**config.mk**
```make
export PLATFORM = sky130hd
export DESIGN_NAME = mux_scan_ctrl
export DESIGN_NICKNAME = d
export VERILOG_FILES = /design/src/rtl/mux_scan_ctrl.sv
export SDC_FILE = /design/constraint.sdc
export NUM_CORES = 1
export LEC_CHECK = 0
export CORE_ASPECT_RATIO = 1.5
export CORE_UTILIZATION = 40
export DETAILED_ROUTE_END_ITERATION = 16
export HOLD_SLACK_MARGIN = 0.08
export PLACE_DENSITY_LB_ADDON = 0.3
export SETUP_SLACK_MARGIN = 0.1
export SYNTH_ARGS = -nofsm -noshare
export SYNTH_HDL_FRONTEND = slang
export SYNTH_SLANG_ARGS = --single-unit
```
**constraint.sdc**
```tcl
create_clock -name clk -period 2.6 [get_ports clk]
set_clock_uncertainty 0.05 [all_clocks]
set_input_delay 0.52 -clock clk [delete_from_list [all_inputs] [get_ports clk]]
set_output_delay 0.52 -clock clk [all_outputs]
set_load 0.01 [all_outputs]
```
**src/rtl/mux_scan_ctrl.sv**
```systemverilog
// mux_scan_ctrl: round-robin scan of a 4:1 mux, sampling each input after a settle time.
// Latency: DWELL+1 cycles per channel; done pulses 1+4*(DWELL+1) cycles after start is accepted.
// Backpressure: none; start is only honoured in IDLE (or in DONE when continuous mode is built in).
//
// Optional feature macro: MUX_SCAN_CONT_EN (continuous back-to-back frames when start is high in DONE).
// Ports:
//   clk, rst      single clock, synchronous active-high reset
//   i_start       scan request
//   i_mux_out     mux output bit being scanned
//   o_sel         mux select, 0..3
//   o_samples     captured bits, o_samples[n] = mux input n
//   o_busy        high from SETTLE entry until DONE exits
//   o_done        one-cycle pulse per completed frame
module mux_scan_ctrl #(
   parameter int unsigned DWELL = 4
) (
   input  logic       clk,
   input  logic       rst,
   input  logic       i_start,
   input  logic       i_mux_out,
   output logic [1:0] o_sel,
   output logic [3:0] o_samples,
   output logic       o_busy,
   output logic       o_done
);

   typedef enum logic [1:0] {
      ST_IDLE,
      ST_SETTLE,
      ST_SAMPLE,
      ST_DONE
   } state_t;

   localparam logic [7:0] LP_LAST = 8'(DWELL - 1);

   state_t     r_state;
   logic [7:0] r_cnt;
   logic [1:0] r_sel;
   logic [3:0] r_samples;
   logic       r_busy;
   logic       r_done;

   logic       w_last;
   logic       w_restart;

   assign w_last = (r_cnt == LP_LAST);

   // Continuous mode lets a start seen in DONE launch the next frame with no IDLE gap.
`ifdef MUX_SCAN_CONT_EN
   assign w_restart = i_start;
`else
   assign w_restart = 1'b0;
`endif

   always_ff @(posedge clk) begin
      if (rst) begin
         r_state   <= ST_IDLE;
         r_cnt     <= 8'd0;
         r_sel     <= 2'd0;
         r_samples <= 4'b0000;
         r_busy    <= 1'b0;
         r_done    <= 1'b0;
      end else begin
         r_done <= 1'b0;
         case (r_state)
            ST_IDLE: begin
               if (i_start) begin
                  r_state   <= ST_SETTLE;
                  r_sel     <= 2'd0;
                  r_samples <= 4'b0000;
                  r_cnt     <= 8'd0;
                  r_busy    <= 1'b1;
               end
            end
            ST_SETTLE: begin
               r_cnt <= r_cnt + 8'd1;
               if (w_last) begin
                  r_state <= ST_SAMPLE;
               end
            end
            ST_SAMPLE: begin
               r_samples[r_sel] <= i_mux_out;
               // sel stops at 3; returning to 0 happens only on a fresh start.
               if (r_sel == 2'd3) begin
                  r_state <= ST_DONE;
                  r_done  <= 1'b1;
               end else begin
                  r_sel   <= r_sel + 2'd1;
                  r_cnt   <= 8'd0;
                  r_state <= ST_SETTLE;
               end
            end
            ST_DONE: begin
               if (w_restart) begin
                  r_state   <= ST_SETTLE;
                  r_sel     <= 2'd0;
                  r_samples <= 4'b0000;
                  r_cnt     <= 8'd0;
               end else begin
                  r_state <= ST_IDLE;
                  r_busy  <= 1'b0;
               end
            end
            default: begin
               r_state <= ST_IDLE;
               r_busy  <= 1'b0;
            end
         endcase
      end
   end

   assign o_sel     = r_sel;
   assign o_samples = r_samples;
   assign o_busy    = r_busy;
   assign o_done    = r_done;

endmodule

```
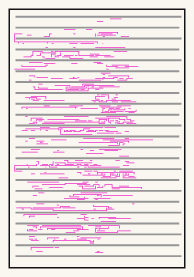
Fig. 1. The metal 1 layer.
(4 px per um) Supply wires on this layer in gray.
The layer holds 43% of the routed length. 124 nets have wire on it. The wires run mostly horizontal. The layer carries 962 um of wire. The longest straight run is 20.7 um.
final wirelength: 2240 um
M1 GR Usage: 21.1%
vias after detailed routing: 918

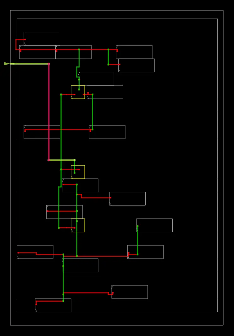
Fig. 2. Clock nets.
tally of clock buffers in the finished layout: 3
total number of sequential cells: 18
number of clock sinks: 18
power in the clock group: 0.135 mW

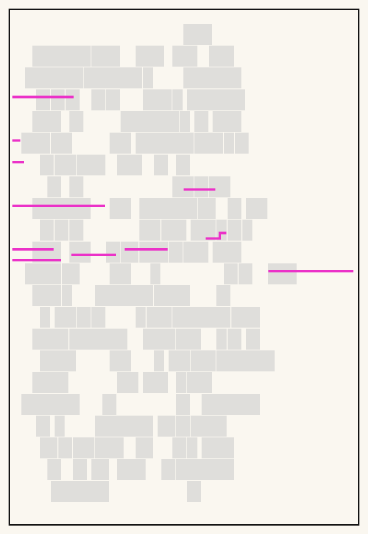
Fig. 3. Met3 routing.
(8 px per um)
10 nets have wire on it. The layer holds 2.6% of the routed length. The wires run mostly horizontal.

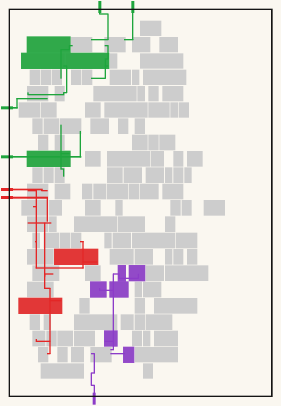
Fig. 4. Wires at chosen ports, followed through buffers.
(6 px per um)
Key: `o_samples` = green [bits 4, direction output, end cells 4, buffers 4, wire 76.4 um]; `o_sel` = red [bits 2, direction output, end cells 2, buffers 2, wire 78.7 um]; `i_start` = purple [bits 1, direction input, end cells 6, buffers 1, wire 32.9 um]

==> GITHUB_STEP_SUMMARY <==
### Metrics collected by this job

| Metric | Value |
|---|---|
| Flip-flop cell with the highest count after synthesis | sky130_fd_sc_hd__dfxtp_1 |
| Capture point of the worst path | r_cnt[7] |
| Height of the die | roughly 64 um |
| Total Power Consumption | approximately 0.47 mW |
| Number of gates given a new drive strength after cts | 0 |
| Simple-Gate Area Share | 30.8% |
| CTS root buf | sky130_fd_sc_hd__clkbuf_4 |
| Power Combinational | ~0.05 mW |
| Critical register-to-register path startpoint | o_sel[0] |
| Dominant logic cell type in the layout | sky130_fd_sc_hd__nand3_1 |
| Placer's final routability congestion estimate | approximately 0.73 |
| Power dissipated by switching net loads | ~0.12 mW |
| Cell with the largest stage delay on the worst path | sky130_fd_sc_hd__or3b_1 |
| Floorplan-stage core utilization | between 40% and 50% |
| DRC marker count from the first detailed-route iteration | 22 |
| Sequential cell area | around 360 sq um |
| GR peak layer | met2 |
| Number of tap cells inserted | 24 |
| Final worst path period need | slightly above 2 ns |
| R2r setup slk | 0.53 ns |
| Post-synthesis share of cell area spent on and-or and or-and gates | 16.0% |
| Final ANT Viol Nets | 0 |
| Chip area | around 0.0028 sq mm |
| Fraction of area in multi-input gates | 53.2% |
| Max_cap viols | 0 |
| TritonCTS clock tree | built |
| Register with the most flip-flops | r_cnt |
| Buffers & Inverters on Critical Path | 0 |
| Number of warnings issued by yosys | 0 |
| Cell leakage power | between 0.3 and 0.4 nW |
| Hold Startpoint | o_samples[0] |
| Dpl cells | approximately 150 |
| Result of the run | finished clean |
| Most instantiated cells after synthesis | 19 x sky130_fd_sc_hd__nand3_1, 18 x sky130_fd_sc_hd__dfxtp_1, 13 x sky130_fd_sc_hd__a21oi_1, 7 x sky130_fd_sc_hd__nor2_1, 6 x sky130_fd_sc_hd__clkbuf_1 |
| R2R depth | 4 |
| Later-pin clock latency in the skew report | around 0.29 ns |
| Hold violation count in the final report | 0 |
| Multi-input gate area in the final layout | 616 sq um |
| Dominant cells by area after synthesis | sky130_fd_sc_hd__dfxtp_1 35%, sky130_fd_sc_hd__nand3_1 9.2%, sky130_fd_sc_hd__a21oi_1 6.3% |
| Critical path startpoint category | flip-flop |
| Number of max-slew violations in the final report | 0 |
| Average detailed-routed wire length per instance | 14.7 um |
| Mux area share | between 5 and 6% |
| Number of I/O port buffers | 11 |
| Share of post-route cells with drive strength above 1 | around 6.2% |
| Portion of total power attributed to the clock network | between 20% and 30% |
| Number of H-tree levels | 1 |
| Count of instantiated cells in the yosys netlist | 123 |
| Met2 WL post-DR | between 1000 and 1500 um |
| CP arrival | ~2.2 ns |
Power is estimated from default activity; no workload was simulated.
